## config.mk

```make
export PLATFORM = sky130hd
export DESIGN_NAME = perf_counter_bank_flat
export DESIGN_NICKNAME = d
export VERILOG_FILES = /design/src/rtl/perf_pkg.sv /design/src/rtl/perf_counter_bank_if.sv /design/src/rtl/perf_counter_slice.sv /design/src/rtl/perf_counter_bank.sv /design/src/flat_wrapper.sv
export SDC_FILE = /design/constraint.sdc
export NUM_CORES = 1
export LEC_CHECK = 0
export CAP_MARGIN = 30
export CORE_MARGIN = 3
export CORE_UTILIZATION = 55
export DETAILED_ROUTE_END_ITERATION = 10
export GPL_ROUTABILITY_DRIVEN = 0
export PLACE_DENSITY_LB_ADDON = 0.2
export SLEW_MARGIN = 15
export SYNTH_ARGS = -nofsm -noshare
export SYNTH_HDL_FRONTEND = slang
export SYNTH_HIERARCHICAL = 1
export SYNTH_SLANG_ARGS = --single-unit
```

## constraint.sdc

```tcl
create_clock -name clk -period 5.1 [get_ports clk]
set_input_delay 1.53 -clock clk [delete_from_list [all_inputs] [get_ports clk]]
set_output_delay 1.53 -clock clk [all_outputs]
set_load 0.02 [all_outputs]
```

## src/rtl/perf_pkg.sv

```systemverilog
// perf_pkg: register map offsets and control/command bit indices for the perf counter bank
package perf_pkg;
  localparam logic [7:0] CTRL_OFF = 8'h00;
  localparam logic [7:0] MASK_OFF = 8'h04;
  localparam logic [7:0] CMD_OFF  = 8'h08;
  localparam logic [7:0] OVF_OFF  = 8'h0C;
  localparam logic [7:0] CNT_BASE = 8'h10;
  localparam int CTRL_GEN  = 0;
  localparam int CTRL_SAT  = 1;
  localparam int CMD_CLEAR = 0;
  localparam int CMD_SNAP  = 1;
endpackage

```

## src/rtl/perf_counter_bank_if.sv

```systemverilog
// perf_counter_bank_if: MMIO read/write bus between the CPU decoder and the counter bank
interface perf_counter_bank_if;
  logic        wr_en;
  logic        rd_en;
  logic [7:0]  addr;
  logic [31:0] wdata;
  logic [31:0] rdata;
  logic        rd_valid;
  modport master(output wr_en, rd_en, addr, wdata, input rdata, rd_valid);
  modport slave(input wr_en, rd_en, addr, wdata, output rdata, rd_valid);
endinterface

```

## src/rtl/perf_counter_slice.sv

```systemverilog
// perf_counter_slice: one live event counter with clear/preload/increment priority and wrap or saturate
module perf_counter_slice #(
  parameter int W = 32
) (
  input  logic         clk,
  input  logic         rst,
  input  logic         inc,
  input  logic         clear,
  input  logic         load,
  input  logic [W-1:0] load_val,
  input  logic         sat,
  output logic [W-1:0] value,
  output logic         ovf_pulse
);
  assign ovf_pulse = inc & ~clear & ~load & (&value);
  always_ff @(posedge clk)
    if (rst || clear) value <= '0;
    else if (load) value <= load_val;
    else if (inc) value <= (&value) ? (sat ? value : '0) : value + 1'b1;
endmodule

```

## src/rtl/perf_counter_bank.sv

```systemverilog
// perf_counter_bank: MMIO bank of event counters with enables, overflow flags and atomic snapshot
module perf_counter_bank
  import perf_pkg::*;
#(
  parameter int NUM_CNT   = 4,
  parameter int CNT_WIDTH = 32
) (
  input  logic               clk,
  input  logic               rst,
  input  logic [NUM_CNT-1:0] event_i,
  perf_counter_bank_if.slave bus
);
  logic [1:0]           ctrl;
  logic [NUM_CNT-1:0]   mask, ovf, inc, load, ovf_pulse, w1c;
  logic [CNT_WIDTH-1:0] live [NUM_CNT];
  logic [CNT_WIDTH-1:0] shadow [NUM_CNT];
  logic [7:0]           a;
  logic                 clear, snap, rd_valid;
  logic [31:0]          rmux, rdata;
  assign a     = {bus.addr[7:2], 2'b00};
  assign clear = bus.wr_en && a == CMD_OFF && bus.wdata[CMD_CLEAR];
  assign snap  = bus.wr_en && a == CMD_OFF && bus.wdata[CMD_SNAP];
  assign w1c   = (bus.wr_en && a == OVF_OFF) ? bus.wdata[NUM_CNT-1:0] : '0;
  assign bus.rdata    = rdata;
  assign bus.rd_valid = rd_valid;
  for (genvar i = 0; i < NUM_CNT; i++) begin : g_ch
    assign inc[i]  = ctrl[CTRL_GEN] & mask[i] & event_i[i];
    assign load[i] = bus.wr_en && a == 8'(CNT_BASE + 4 * i);
    perf_counter_slice #(.W(CNT_WIDTH)) u_slice (
      .clk(clk),
      .rst(rst),
      .inc(inc[i]),
      .clear(clear),
      .load(load[i]),
      .load_val(bus.wdata[CNT_WIDTH-1:0]),
      .sat(ctrl[CTRL_SAT]),
      .value(live[i]),
      .ovf_pulse(ovf_pulse[i])
    );
  end
  always_comb begin
    rmux = a == CTRL_OFF ? 32'(ctrl) : a == MASK_OFF ? 32'(mask) : a == OVF_OFF ? 32'(ovf) : 32'h0;
    for (int i = 0; i < NUM_CNT; i++)
      if (a == 8'(CNT_BASE + 4 * i)) rmux = 32'(shadow[i]);
  end
  always_ff @(posedge clk)
    if (rst) begin
      ctrl <= 2'b01;
      mask <= '1;
      ovf  <= '0;
      for (int i = 0; i < NUM_CNT; i++) shadow[i] <= '0;
    end else begin
      if (bus.wr_en && a == CTRL_OFF) ctrl <= bus.wdata[1:0];
      if (bus.wr_en && a == MASK_OFF) mask <= bus.wdata[NUM_CNT-1:0];
      ovf <= clear ? '0 : (ovf & ~w1c) | ovf_pulse;
      for (int i = 0; i < NUM_CNT; i++) if (snap) shadow[i] <= live[i];
    end
  always_ff @(posedge clk)
    if (rst) begin
      rdata    <= '0;
      rd_valid <= 1'b0;
    end else begin
      rd_valid <= bus.rd_en;
      if (bus.rd_en) rdata <= rmux;
    end
endmodule

```

## src/flat_wrapper.sv

```systemverilog
// flat-port wrapper written by rule: the top's interface ports become plain ports
module perf_counter_bank_flat import perf_pkg::*;
#(
  parameter int NUM_CNT   = 4,
  parameter int CNT_WIDTH = 32
)
  (clk, rst, event_i, bus_wr_en, bus_rd_en, bus_addr, bus_wdata, bus_rdata, bus_rd_valid);
  perf_counter_bank_if bus_i ();
  input  logic clk;
  input  logic rst;
  input  logic [NUM_CNT-1:0] event_i;
  input wire logic [$bits(bus_i.wr_en)-1:0] bus_wr_en;
  input wire logic [$bits(bus_i.rd_en)-1:0] bus_rd_en;
  input wire logic [$bits(bus_i.addr)-1:0] bus_addr;
  input wire logic [$bits(bus_i.wdata)-1:0] bus_wdata;
  output wire logic [$bits(bus_i.rdata)-1:0] bus_rdata;
  output wire logic [$bits(bus_i.rd_valid)-1:0] bus_rd_valid;
  assign bus_i.wr_en = bus_wr_en;
  assign bus_i.rd_en = bus_rd_en;
  assign bus_i.addr = bus_addr;
  assign bus_i.wdata = bus_wdata;
  assign bus_rdata = bus_i.rdata;
  assign bus_rd_valid = bus_i.rd_valid;
  perf_counter_bank #(.NUM_CNT(NUM_CNT), .CNT_WIDTH(CNT_WIDTH)) u_core (.clk(clk), .rst(rst), .event_i(event_i), .bus(bus_i));
endmodule
```

**PDN straps and rails**

Scale: 2 px per um. Pins as bars on the die edge.
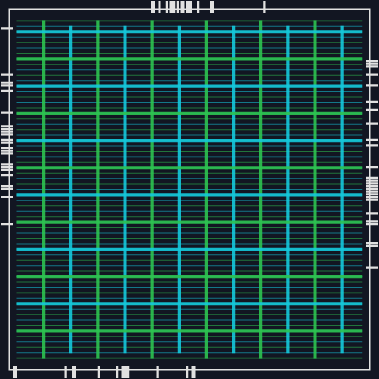
legend:
  green:
    net: VSS
  cyan:
    net: VDD
rows: 62
met5 straps: 12
met1 rails: 63

**Cells coloured by class**

Scale: 1.5 px per um. Fill, decap, tap and diode cells in grey.
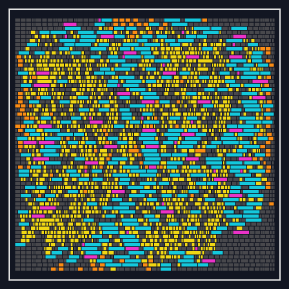
legend:
  orange:
    class: remaining buffers and delay cells
    cells: 110
  yellow:
    class: combinational and other logic
    cells: 1357
  magenta:
    class: clock drivers and dummy loads
    cells: 57
  cyan:
    class: sequential cells
    cells: 299

**Clock network drawn from the DEF**

Scale: 3 px per um.
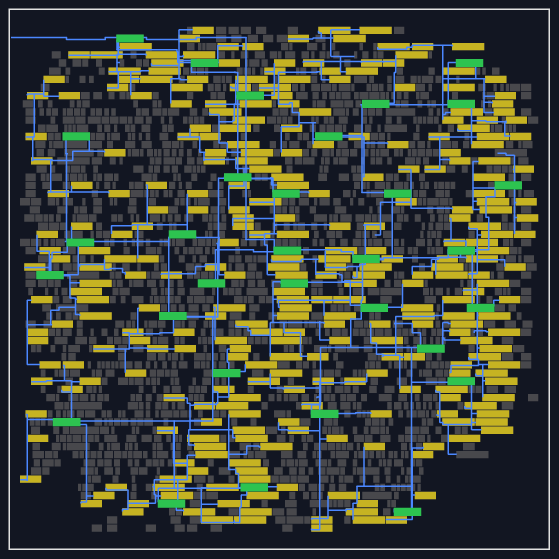
legend:
  yellow:
    item: flip-flops
    count: 299
  blue:
    item: clock wires
    length: 3680 um
  green:
    item: clock drivers
    count: 31
routed clock nets: 32
flops lie: spread over the die

**Metal layers overlaid**

Scale: 2 px per um. Two of the layers only.
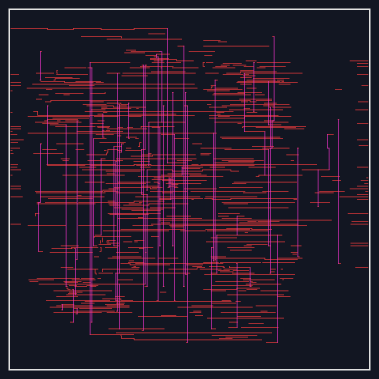
legend:
  magenta:
    layer: metal 4
    wire_length: 2960 um
  red:
    layer: metal 3
    wire_length: 6940 um

==> impl_metrics.yaml <==
# implementation run metrics
run_status:
  status: "finished clean"
synthesis:
  xor_share_pct: 0.635
  yosysTopAreaCellShare_pct: 23.2
  synthFlopType: "dfxtp_1"
  ys_ff: 299
  ys_types: 78
  netlist_area_sq_um: 16600
  top_cell: "dfxtp_1"
  syn_inst: 1767
  ys_top_logic_family: "simple AND/OR/NAND/NOR gates"
  syn-num-nets: 1819
  synth_top_cell_by_area: "edfxtp_1"
  syn_avg_cell_area_sq_um: 9.37
detailed_routing:
  detail-route-antenna-nets: 0
  drc: 0
layout:
  drive_gt1_share_pct: 11.3
  fin_nets: 1851
  fill_cells: 2434
  n_antenna_cell: 0
worst_setup_path:
  cpMaxStageDelayCell: "nor3_4"
  critPathRequiredTime_ns: 5.52
  crit_path_max_incr_delay_ns: 0.50
  startpoint_type: "input port"
final_timing:
  rsz0062_at_grt: "false"
  fmax_mhz: 247
  max_slew_margin_pct: 38.6
  fin_skew_ns: 0.0200
die:
  fp_util_pct: 56.8
  fp.dieH_um: 180
  dieArea_sq_um: 32200
cts:
  clockRootBuffer: "clkbuf_16"
  clockBufferDepth: 3
  cts_tree: "yes"
worst_hold_path:
  holdPathEnd: "u_core/bus.rdata[14]"
placed_design:
  placed_area_sq_um: 17400
grt:
  grt_usage_pct: 32.5
run:
  maxCapViolCount: 0
worst max path at each step:
stage | cells past startpoint | end | startpoint | slack (ns)
floorplan | 4 | u_core/shadow[0][0] | bus_addr[3] | 1.14
global placement | 10 | u_core/g_ch[3].u_slice/value[11] | bus_addr[7] | 0.63
detailed placement | 10 | u_core/g_ch[3].u_slice/value[15] | bus_addr[7] | 0.50
CTS | 10 | u_core/g_ch[3].u_slice/value[15] | bus_addr[7] | 1.14
global route | 10 | u_core/g_ch[3].u_slice/value[15] | bus_addr[7] | 0.90
finish | 10 | u_core/g_ch[3].u_slice/value[15] | bus_addr[7] | 1.05
metrics by stage:
stage / instances / worst slack, ns / utilization (%) / total power, uW
after global placement: 2150 / 0.634 / 59.7 / 2990
after global routing: 2207 / 0.905 / 63.3 / 5460
after detailed placement: 2150 / 0.502 / 59.7 / 3000
after floorplan: 1767 / 1.14 / - / 2810
final: 2207 / 1.05 / 63.3 / 5340
after CTS: 2207 / 1.14 / 63.3 / 5340
logic make-up (layout without fill, tap and decap cells):
kind of cell / Yosys count / after routing
simple gates: 791 / 791
compound gates: 460 / 460
flops: 299 / 299
buf+inv: 139 / 195
mux: 62 / 62
xor+xnor: 12 / 12
fa+ha+maj: 4 / 4
sequential cells by signal, summed over array words and instances (netlist names):
register	cells
u_core/ctrl	2
u_core/ovf	4
u_core/shadow	128
u_core/mask	4
u_core/g_ch.u_slice/value	128
u_core/bus.rd_valid	1
u_core/bus.rdata	32
metal layers:
layer | part of all wire [%] | vias up | track usage [%]
met2 | 41 | 1081 | 46.1
met1 | 41 | 7220 | 47.5
met5 | 0 | - | 0
met4 | 5.4 | 0 | 15.2
met3 | 13 | 135 | 6.83
li1 | - | 6787 | -
layout by cell type, fill, tap and decap left out, types with 9 or more instances in the layout:
| master | instances |
|---|---|
| o211ai_1 | 20 |
| o311ai_0 | 12 |
| mux2_2 | 40 |
| buf_4 | 30 |
| or3_1 | 20 |
| edfxtp_1 | 128 |
| inv_1 | 24 |
| and4_1 | 29 |
| dfxtp_1 | 171 |
| clkinv_1 | 11 |
| a21oi_1 | 80 |
| a31oi_1 | 30 |
| mux2i_1 | 22 |
| nor3_1 | 50 |
| nor3b_1 | 12 |
| a22oi_1 | 12 |
| clkdlybuf4s50_1 | 76 |
| a211oi_1 | 12 |
| o21ai_1 | 13 |
| o22ai_1 | 38 |
| clkbuf_16 | 31 |
| nand2_1 | 147 |
| nand3_1 | 83 |
| and3_1 | 37 |
| nand4_1 | 41 |
| nor2_1 | 120 |
| nor4_1 | 24 |
| o21ai_0 | 97 |
| o31ai_1 | 45 |
| and2_1 | 138 |
| nand3_2 | 9 |
final cells by class:
type                       count  area, sq um  share of cell area (%)
tap                          384          480                    2.60
clock buffer                  37          808                    4.38
sequential                   299         7270                    39.4
clock inverter                20          241                    1.31
multi-input combinational   1329         8510                    46.1
inverter                      28          105                   0.570
timing repair buffer         110         1040                    5.61
where the power goes:
part	total [uW]	internal (uW)	switching [uW]
logic	378	121	257
clock network	2380	1420	957
registers	2580	2540	38.8
total	5340	4090	1250
critical path: cells and delay by family:
kind	cells	cell delay (ns)
AND-OR/OR-AND	3	0.52
AND/OR/NAND/NOR	4	1.22
buffers and inverters	3	1.19
Power is estimated from default activity; no workload was simulated.
